===== src/rtl/univ_register_if.sv =====
// -----------------------------------------------------------------------------
// univ_register_if
//   Bus bundle for the universal register. The requester (master) drives the
//   operation request and the serial fill bit. The register (slave) returns its
//   contents and status.
//
//   Signals:
//     data   [WIDTH]    load value
//     op     [3]        operation code
//     start  [1]        request
//     shamt  [SHAMT_W]  shift/rotate bit count
//     sin    [1]        serial fill bit for shifts
//     out    [WIDTH]    register contents
//     busy   [1]        multi-cycle shift/rotate in progress
//     done   [1]        one-cycle completion pulse
//     carry  [1]        last bit shifted/rotated out, or count wrap flag
//     zero   [1]        out == 0
//     parity [1]        XOR reduction of out (only with UREG_PARITY_EN)
// -----------------------------------------------------------------------------
interface univ_register_if #(
    parameter int WIDTH   = 8,
    parameter int SHAMT_W = 3
);
    logic [WIDTH-1:0]   data;
    logic [2:0]         op;
    logic               start;
    logic [SHAMT_W-1:0] shamt;
    logic               sin;
    logic [WIDTH-1:0]   out;
    logic               busy;
    logic               done;
    logic               carry;
    logic               zero;
`ifdef UREG_PARITY_EN
    logic               parity;

    modport master (
        output data, op, start, shamt, sin,
        input  out, busy, done, carry, zero, parity
    );
    modport slave (
        input  data, op, start, shamt, sin,
        output out, busy, done, carry, zero, parity
    );
`else
    modport master (
        output data, op, start, shamt, sin,
        input  out, busy, done, carry, zero
    );
    modport slave (
        input  data, op, start, shamt, sin,
        output out, busy, done, carry, zero
    );
`endif
endinterface


===== src/rtl/univ_register.sv =====
// -----------------------------------------------------------------------------
// univ_register
//   Parametrised universal register. It supports hold, load, up/down count,
//   and multi-bit shift/rotate, one bit per cycle. Requests use a
//   start/busy/done handshake.
//
//   Ports:
//     clk  rising-edge clock
//     rst  asynchronous active-high reset
//     bus  univ_register_if.slave (data, op, start, shamt, sin in;
//          out, busy, done, carry, zero [, parity] out)
//
//   Optional feature: define UREG_PARITY_EN to add a registered bus.parity
//   output. It equals ^out and resets to ^RST_VAL.
// -----------------------------------------------------------------------------
module univ_register #(
    parameter int               WIDTH   = 8,
    parameter int               SHAMT_W = 3,
    parameter logic [WIDTH-1:0] RST_VAL = '0
) (
    input  logic          clk,
    input  logic          rst,
    univ_register_if.slave bus
);

    typedef enum logic [2:0] {
        OP_HOLD = 3'b000,
        OP_LOAD = 3'b001,
        OP_SHL  = 3'b010,
        OP_SHR  = 3'b011,
        OP_ROL  = 3'b100,
        OP_ROR  = 3'b101,
        OP_UP   = 3'b110,
        OP_DOWN = 3'b111
    } op_t;

    typedef enum logic {
        IDLE = 1'b0,
        RUN  = 1'b1
    } state_t;

    state_t             state, state_n;
    op_t                op_r, op_n;
    op_t                req_op;
    logic [WIDTH-1:0]   out_r, out_n;
    logic               carry_r, carry_n;
    logic               done_r, done_n;
    logic [SHAMT_W-1:0] cnt, cnt_n;

    assign req_op = op_t'(bus.op);

    // One shift/rotate step. It returns {bit moved out, new value}.
    function automatic logic [WIDTH:0] step(input op_t o, input logic [WIDTH-1:0] v,
                                            input logic s);
        case (o)
            OP_SHL:  step = {v[WIDTH-1], v[WIDTH-2:0], s};
            OP_SHR:  step = {v[0], s, v[WIDTH-1:1]};
            OP_ROL:  step = {v[WIDTH-1], v[WIDTH-2:0], v[WIDTH-1]};
            OP_ROR:  step = {v[0], v[0], v[WIDTH-1:1]};
            default: step = {1'b0, v};
        endcase
    endfunction

    always_comb begin
        // NOTE: every output of this block gets a default before any branch,
        // so no path can leave a value unassigned and infer a latch.
        state_n = state;
        op_n    = op_r;
        out_n   = out_r;
        carry_n = carry_r;
        cnt_n   = cnt;
        done_n  = 1'b0;

        case (state)
            IDLE: begin
                if (bus.start) begin
                    op_n = req_op;
                    case (req_op)
                        OP_HOLD: done_n = 1'b1;
                        OP_LOAD: begin
                            out_n   = bus.data;
                            carry_n = 1'b0;
                            done_n  = 1'b1;
                        end
                        // The extra top bit of a WIDTH+1 add/subtract is set
                        // only on the wrap (all-ones->0 up, 0->all-ones down).
                        OP_UP: begin
                            {carry_n, out_n} = {1'b0, out_r} + (WIDTH+1)'(1);
                            done_n           = 1'b1;
                        end
                        OP_DOWN: begin
                            {carry_n, out_n} = {1'b0, out_r} - (WIDTH+1)'(1);
                            done_n           = 1'b1;
                        end
                        default: begin
                            if (bus.shamt == '0) begin
                                done_n = 1'b1;
                            end else begin
                                // The first bit moves on the accept edge itself.
                                {carry_n, out_n} = step(req_op, out_r, bus.sin);
                                cnt_n            = bus.shamt - 1'b1;
                                if (bus.shamt == SHAMT_W'(1))
                                    done_n = 1'b1;
                                else
                                    state_n = RUN;
                            end
                        end
                    endcase
                end
            end
            RUN: begin
                {carry_n, out_n} = step(op_r, out_r, bus.sin);
                cnt_n            = cnt - 1'b1;
                if (cnt == SHAMT_W'(1)) begin
                    state_n = IDLE;
                    done_n  = 1'b1;
                end
            end
            default: state_n = IDLE;
        endcase
    end

    // NOTE: sequential state uses non-blocking assignments so every register
    // samples the pre-edge values regardless of block ordering.
    always_ff @(posedge clk or posedge rst) begin
        if (rst) begin
            state   <= IDLE;
            op_r    <= OP_HOLD;
            out_r   <= RST_VAL;
            carry_r <= 1'b0;
            done_r  <= 1'b0;
            cnt     <= '0;
        end else begin
            state   <= state_n;
            op_r    <= op_n;
            out_r   <= out_n;
            carry_r <= carry_n;
            done_r  <= done_n;
            cnt     <= cnt_n;
        end
    end

`ifdef UREG_PARITY_EN
    logic parity_r;

    // Tracks out_n every edge, so it changes exactly when out does.
    always_ff @(posedge clk or posedge rst) begin
        if (rst)
            parity_r <= ^RST_VAL;
        else
            parity_r <= ^out_n;
    end

    assign bus.parity = parity_r;
`endif

    assign bus.out   = out_r;
    assign bus.busy  = (state == RUN);
    assign bus.done  = done_r;
    assign bus.carry = carry_r;
    assign bus.zero  = (out_r == '0);

endmodule

===== src/flat_wrapper.sv =====
// flat-port wrapper written by rule: the top's interface ports become plain ports
module univ_register_flat 
#(
    parameter int               WIDTH   = 8,
    parameter int               SHAMT_W = 3,
    parameter logic [WIDTH-1:0] RST_VAL = '0
)
  (clk, rst, bus_data, bus_op, bus_start, bus_shamt, bus_sin, bus_out, bus_busy, bus_done, bus_carry, bus_zero);
  univ_register_if #(.WIDTH(WIDTH), .SHAMT_W(SHAMT_W)) bus_i ();
  input  logic clk;
  input  logic rst;
  input wire logic [$bits(bus_i.data)-1:0] bus_data;
  input wire logic [$bits(bus_i.op)-1:0] bus_op;
  input wire logic [$bits(bus_i.start)-1:0] bus_start;
  input wire logic [$bits(bus_i.shamt)-1:0] bus_shamt;
  input wire logic [$bits(bus_i.sin)-1:0] bus_sin;
  output wire logic [$bits(bus_i.out)-1:0] bus_out;
  output wire logic [$bits(bus_i.busy)-1:0] bus_busy;
  output wire logic [$bits(bus_i.done)-1:0] bus_done;
  output wire logic [$bits(bus_i.carry)-1:0] bus_carry;
  output wire logic [$bits(bus_i.zero)-1:0] bus_zero;
  assign bus_i.data = bus_data;
  assign bus_i.op = bus_op;
  assign bus_i.start = bus_start;
  assign bus_i.shamt = bus_shamt;
  assign bus_i.sin = bus_sin;
  assign bus_out = bus_i.out;
  assign bus_busy = bus_i.busy;
  assign bus_done = bus_i.done;
  assign bus_carry = bus_i.carry;
  assign bus_zero = bus_i.zero;
  univ_register #(.WIDTH(WIDTH), .SHAMT_W(SHAMT_W), .RST_VAL(RST_VAL)) u_core (.clk(clk), .rst(rst), .bus(bus_i));
endmodule

===== config.mk =====
export PLATFORM = sky130hd
export DESIGN_NAME = univ_register_flat
export DESIGN_NICKNAME = d
export VERILOG_FILES = /design/src/rtl/univ_register_if.sv /design/src/rtl/univ_register.sv /design/src/flat_wrapper.sv
export SDC_FILE = /design/constraint.sdc
export NUM_CORES = 1
export LEC_CHECK = 0
export CORE_MARGIN = 2
export CORE_UTILIZATION = 35
export DETAILED_ROUTE_END_ITERATION = 10
export SLEW_MARGIN = 0
export SYNTH_ARGS = -nofsm -noshare
export SYNTH_HDL_FRONTEND = slang
export SYNTH_SLANG_ARGS = --single-unit

===== constraint.sdc =====
create_clock -name clk -period 1.8 [get_ports clk]
set_input_delay 0.36 -clock clk [delete_from_list [all_inputs] [get_ports clk]]
set_output_delay 0.36 -clock clk [all_outputs]
set_load 0.01 [all_outputs]

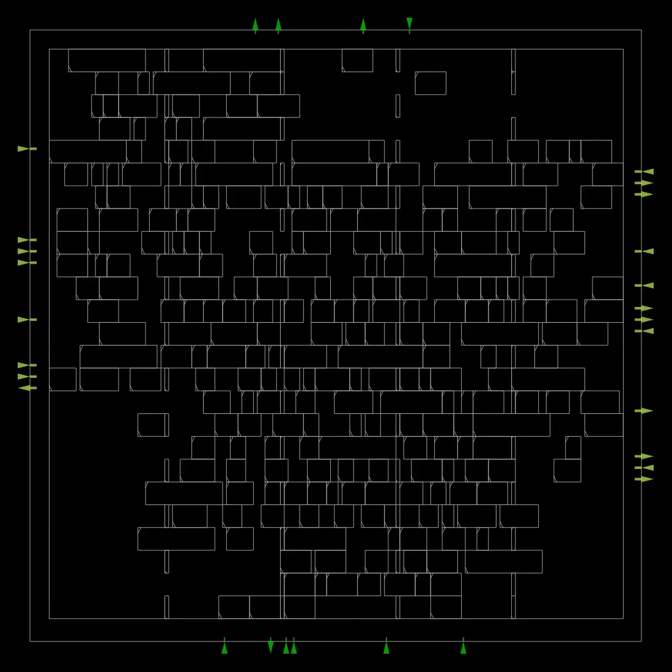
run_1/final_placement.png
utilization after layout: 52.1%
fin cells: 314

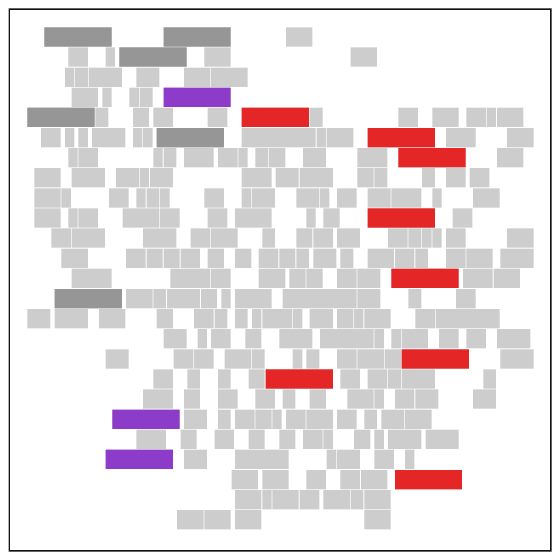
run_1/registers.png
- u_core.op_r: purple (sequential cells 3)
- u_core.bus.out: red (sequential cells 8)
- not colored: 6

==> reports/results.ini, run 1 <==
[run_status]
status=finished, violations left
failed_checks=setup timing

[cells_and_area]
largest_class=multi-input combinational cells
fin_nets=287
flops=17
drive_gt1_share_pct=26.9

[grt]
grt_pass1_vias=1687
antenna_found_initial=0
gr-total-overflow=0

[drt]
drc=0
drt_iter0_drc=128
wl_met2_mm=2.36
met1_length_mm=2.21

[clock_network]
ctsRootBufferMaster=clkbuf_8
htree_levels=1
insertion_delay_ns=0.27
cts.clk_slew.worst_paths_ns=0.08

[die]
taps=54
dieArea_mm2=0.00533
initial_core_util_pct=35.8
coreArea_mm2=0.00466

[pwr]
combPwrFrac_pct=69.4
total_power_uw=3560
vdd_drop_max_uv=636
power_switching_uw=1590

[logic_synthesis]
ys_cells=203
ys_seq_share_pct=25.5
avgSynthCellArea_um2=8.21
muxShareOfSynthArea_pct=11.2
aoi_share_pct=24.5
synth_top_flop_cell=dfrtp_1
ys_top_logic_family=AND-OR/OR-AND gates

[placed_design]
postPlaceCellArea_mm2=0.00228

[setup_path]
cp-end-kind=output port
cp.required_ns=1.44
critPathLaunchType=flop

[run]
drv_cap=0

[timing]
drv_slew=0
fin_ws_ns=-0.180
setup_viol=1
period_minus_slack_ns=1.98

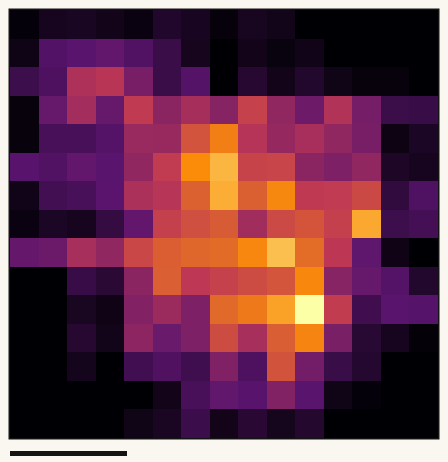
run_1/wire_density.png
Scale bar: 20 um. 15 x 15 tiles, from black (low) to pale yellow (high), scaled to the fullest tile. Values are wire area over tile area, all layers added.
- nearly empty tiles: 20%
- tiles over half the peak: 20%
- mean over tiles: 0.14
- fullest tile: 0.56
- emptiest ninth of the die: lower left
- densest ninth of the die: center
total track usage: 19.5%
via count: 1,733
WL/cell: 15.5 um
Post-Route WL: 4.88 mm

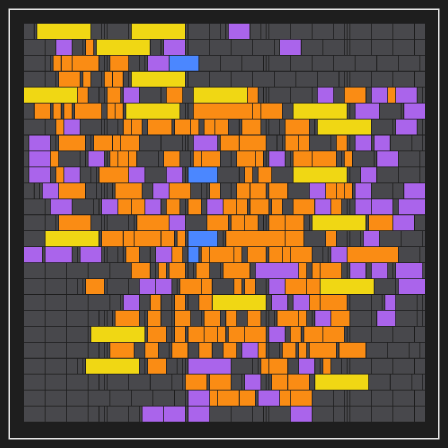
run_1/cell_classes.png
Fill, decap, tap and diode cells in gray.
- clock drivers and dummy loads: blue (cells 4)
- flip-flops: yellow (cells 17)
- all other logic: orange (cells 167)
- other buffers and delay cells: purple (cells 72)

## run 1: power groups by stage
stage | clock network, uW | registers (uW) | logic [uW]
after CTS | 319 | 784 | 2340
after global placement | 0 | 790 | 2320
after global routing | 332 | 811 | 2720
after floorplan | 0 | 780 | 1460
final | 314 | 777 | 2470
after detailed placement | 0 | 790 | 2320
## run 1: registers in the layout (all words and copies together) (netlist names)
name / count
u_core.op_r: 3
u_core.bus.busy: 1
u_core.bus.out: 8
u_core.bus.carry: 1
u_core.cnt: 3
u_core.bus.done: 1
## run 1: cells in the mapped netlist, types with 2 or more instances
master | instances | area share, %
a211oi_1 | 6 | 2.7
a21o_1 | 3 | 1.4
a21oi_1 | 11 | 3.3
a221oi_1 | 2 | 1.1
a31oi_1 | 5 | 1.9
and2_1 | 2 | 0.75
and3b_1 | 2 | 1.1
buf_1 | 2 | 0.45
buf_2 | 7 | 2.1
buf_4 | 2 | 0.90
clkbuf_1 | 6 | 1.4
dfrtp_1 | 17 | 26
ha_1 | 8 | 6.0
inv_1 | 9 | 2.0
mux2_2 | 5 | 3.4
mux2i_1 | 13 | 7.8
nand2_1 | 16 | 3.6
nand2b_1 | 4 | 1.5
nand3_1 | 4 | 1.2
nor2_1 | 15 | 3.4
nor2b_1 | 5 | 1.9
nor3_1 | 3 | 0.90
nor3b_1 | 3 | 1.4
o21a_1 | 2 | 0.90
o21ai_0 | 9 | 2.7
o221ai_1 | 2 | 1.1
o22a_1 | 2 | 1.1
o22ai_1 | 6 | 2.3
o32a_1 | 2 | 1.2
o32ai_1 | 2 | 1.1
or3_1 | 2 | 0.75
xnor2_1 | 3 | 1.6
xor2_1 | 6 | 3.2
## run 1: critical path, cell delays in order, from the launching register on
cell	delay, ns
dfrtp_1	0.38
or4_4	0.56
nor4b_4	0.25
buf_2	0.16
## run 1: final timing paths
check | startpoint | depth (start not counted) | end
worst max-delay path | u_core.bus.out[3]$_DFFE_PP0P_ | 3 | bus_zero
max in group asynchronous | rst | 3 | u_core.cnt[2]$_DFFE_PP0P_
worst max register to register | u_core.bus.out[3]$_DFFE_PP0P_ | 6 | u_core.bus.out[7]$_DFFE_PP0P_
min in group clk | u_core.bus.carry$_DFFE_PP0P_ | 1 | u_core.bus.carry$_DFFE_PP0P_
worst min-delay path | rst | 3 | u_core.bus.out[3]$_DFFE_PP0P_
worst min register to register | u_core.bus.carry$_DFFE_PP0P_ | 1 | u_core.bus.carry$_DFFE_PP0P_
## run 1: cells by family (layout without fill, tap and decap cells)
kind of cell | after synthesis | in the layout
AND-OR/OR-AND | 59 | 59
XOR/XNOR | 9 | 9
adder cells (fa/ha/maj) | 8 | 8
buffers and inverters | 28 | 85
flip-flops | 17 | 17
multiplexers | 18 | 18
AND/OR/NAND/NOR | 64 | 64
## run 1: metal layers
metal  up-vias  global-route usage (%)
li1        856                       -
met3         9                    2.76
met4         0                    5.97
met1       818                    26.8
met5         -                       0
met2        50                    31.5
## run 1: what timing repair did
item,4_1_cts,5_1_grt
pin swaps,1,6
endpoints found under the setup margin,8,12
hold buffers,0,0
setup buffers,0,2
gates resized,10,17
## Run 2: what changed since run 1
--- a/config.mk
+++ b/config.mk
@@ -8,6 +8,7 @@
 export CORE_MARGIN = 2
 export CORE_UTILIZATION = 35
 export DETAILED_ROUTE_END_ITERATION = 10
+export SETUP_SLACK_MARGIN = 0.4
 export SLEW_MARGIN = 0
 export SYNTH_ARGS = -nofsm -noshare
 export SYNTH_HDL_FRONTEND = slang
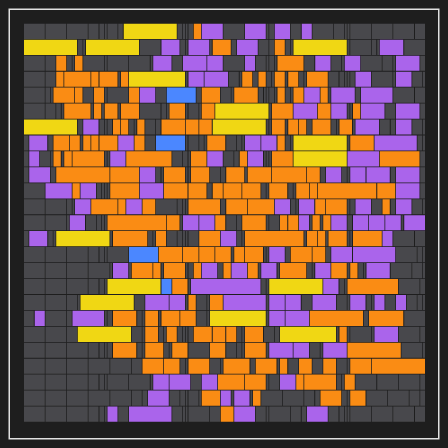
run_2/cell_classes.png
Fill, decap, tap and diode cells in gray.
- clock drivers and dummy loads: blue (cells 4)
- flip-flops: yellow (cells 17)
- other buffers and delay cells: purple (cells 107)
- all other logic: orange (cells 167)
Finished Cell Area: 0.00295 mm^2
Seq area share: 14.6%
utilization after layout: 63.2%
row cnt: 25

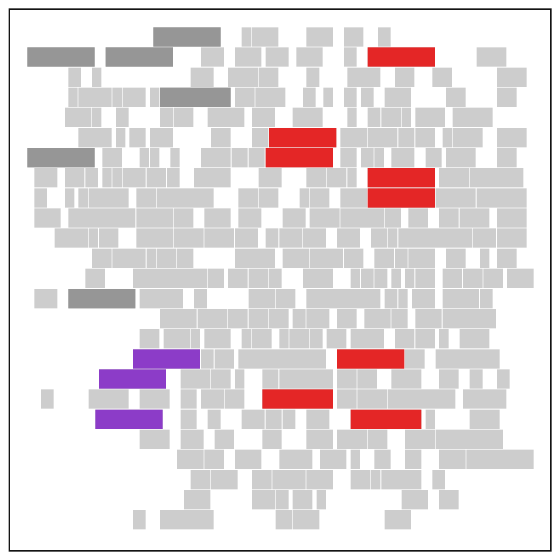
run_2/registers.png
- u_core.bus.out: red (sequential cells 8)
- u_core.op_r: purple (sequential cells 3)
- not colored: 6

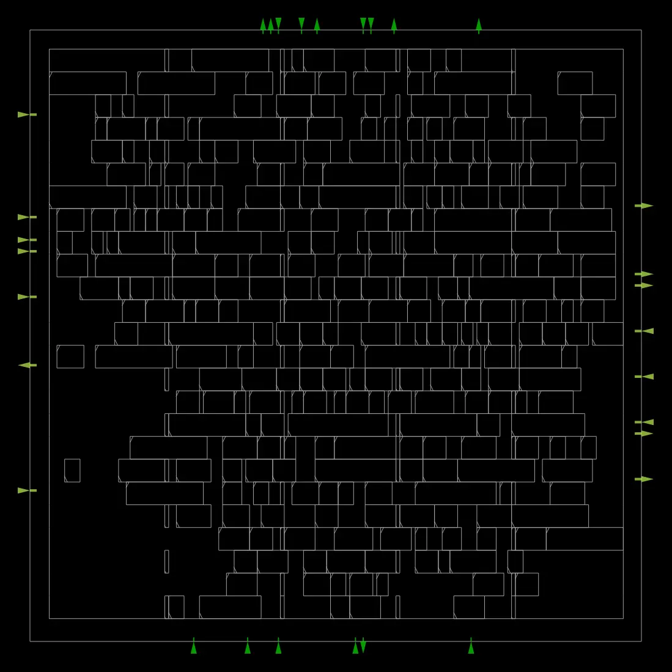
run_2/final_placement.png
fin cells: 349
Tapcells: 54
Core Region: 0.00466 mm^2

==> run 2 against run 1 <==
The flow still finishes with violations (setup timing). Sequential power hardly changed. Synthesized area stayed put. Total power is 22% higher. Cell area is 21% higher. Non-clock buffer count is 35 higher. Maximum frequency is 1.8% higher. Via count is 9.7% higher. Core utilization is 11 points higher. Wire length is 15% higher. Register-to-register slack worse by 0.06 ns. Clock power is 6% lower.
==> reports/results.ini, run 2 <==
[cells_and_area]
fin_nets=322  ; was 287
drive_gt1_share_pct=48.5  ; was 26.9%

[clock_network]
hold_buffers=0  ; unchanged
cts.clk_slew.worst_paths_ns=0.07  ; was 0.08 ns
ctsRootBufferMaster=clkbuf_8  ; unchanged
insertion_delay_ns=0.26  ; was 0.27 ns

[pwr]
combPwrFrac_pct=75.3  ; was 69.4%
power_frac_seq_pct=17.9  ; was 21.8%
power_switching_uw=1850  ; was 1590 uW
vdd_drop_max_uv=635  ; was 636 uV
total_power_uw=4350  ; was 3560 uW

[grt]
gr-total-overflow=0  ; unchanged
grt_usage_pct=21.1  ; was 19.5%

[run_status]
failed_checks=setup timing  ; unchanged
status=finished, violations left  ; unchanged

[logic_synthesis]
ys_cells=203  ; unchanged
yosysTopAreaCell=dfrtp_1  ; unchanged
common_cells=17 x dfrtp_1, 16 x nand2_1, 15 x nor2_1  ; unchanged
ys_seq_share_pct=25.5  ; unchanged
avgSynthCellArea_um2=8.21  ; unchanged
most_common_cell=dfrtp_1  ; unchanged
synthTopCellsByArea=dfrtp_1 26%, mux2i_1 7.8%, ha_1 6.0%, nand2_1 3.6%, mux2_2 3.4%  ; unchanged
netlist_area_mm2=0.00167  ; unchanged
synth_top_flop_cell=dfrtp_1  ; unchanged

[die]
initial_core_util_pct=35.8  ; unchanged
dieArea_mm2=0.00533  ; unchanged

[placed_design]
routabilityCongestion=0.898  ; was 0.855
postPlaceCellArea_mm2=0.00237  ; was 0.00228 mm^2

[timing]
fin_ws_ns=-0.145  ; was -0.180 ns
finalHoldViolCount=0  ; unchanged
period_minus_slack_ns=1.94  ; was 1.98 ns
setup_viol=4  ; was 1
drv_slew=0  ; unchanged

[drt]
drt_iter0_drc=111  ; was 128
wl_per_cell_um=16.0  ; was 15.5 um
vias=1901  ; was 1,733
drc=0  ; unchanged

[run]
drv_cap=0  ; unchanged

[setup_path]
cp-end-kind=output port  ; unchanged

-- run 2: cell counts after synthesis --
Identical to the previous run, type by type.
-- run 2: path summary, 6_finish.rpt --
path,start,to,cells past startpoint
max,u_core.bus.out[5]$_DFFE_PP0P_,bus_zero,3
min,rst,u_core.bus.done$_DFF_PP0_,3
max reg2reg,u_core.bus.out[5]$_DFFE_PP0P_,u_core.bus.out[7]$_DFFE_PP0P_,7
min reg2reg,u_core.cnt[2]$_DFFE_PP0P_,u_core.bus.done$_DFF_PP0_,1
max in group asynchronous,rst,u_core.bus.out[1]$_DFFE_PP0P_,3
min in group clk,u_core.cnt[2]$_DFFE_PP0P_,u_core.bus.done$_DFF_PP0_,1
-- run 2: cell families after synthesis --
| logic type | count (synthesis) | synth area share (%) |
|---|---|---|
| DFF | 17 | 25.5 |
| AOI/OAI and AO/OA | 59 | 24.5 |
| buffers and inverters | 28 | 7.81 |
| muxes | 18 | 11.2 |
| and+or+nand+nor | 64 | 20.3 |
| xor gates and xnor gates | 9 | 4.73 |
| adders and majority gates | 8 | 6.01 |
-- run 2: layer usage --
metal | up-vias | GRT usage, % | wire length (um)
met2 | 62 | 35.4 | 2810
met5 | - | 0 | 0
met4 | 0 | 9.47 | 170
met3 | 18 | 4.42 | 260
met1 | 898 | 25.9 | 2350
li1 | 923 | - | -
-- run 2: what timing repair did --
item                                   4_1_cts  5_1_grt
buffers inserted                            19       14
pin swaps                                   21       26
setup endpoints to repair                   29       21
endpoints found under the hold margin        0        0
resized                                     86       38
cloned                                       2        0
-- run 2: power by group through the flow --
stage	registers, uW	clock network [uW]	logic [uW]
2_1_floorplan	788	0	1570
5_1_grt	801	323	3550
6_report	780	296	3280
3_3_place_gp	802	0	2400
4_1_cts	767	303	2880
3_5_place_dp	806	0	2410
-- run 2: area by class of cell --
type,count,share of cell area [%]
clock inverters,1,0.170
flip-flops and latches,17,14.6
multi-input cells,158,46.5
inverters,9,1.57
clock buffers,3,1.40
repair buffers,107,33.5
well taps,54,2.29
-- run 2: critical path, cell delays in order, from the launching register on --
cell,delay (ns)
dfrtp_1,0.41
or4_4,0.55
nor4b_4,0.21
buf_2,0.16
-- run 2: through the flow --
step / hold slack [ns] / cells / TNS [ns] / util, %
detailed placement: 0.529 / 310 / -3.05 / 50.8
floorplan: 0.286 / 203 / 0 / -
global placement: 0.521 / 310 / -3.04 / 50.8
finish: 0.425 / 349 / -0.282 / 63.2
CTS: 0.423 / 335 / -0.133 / 58.7
global route: 0.445 / 349 / -0.525 / 63.2
Power figures rest on the tool's default switching activity, not on a simulated workload.
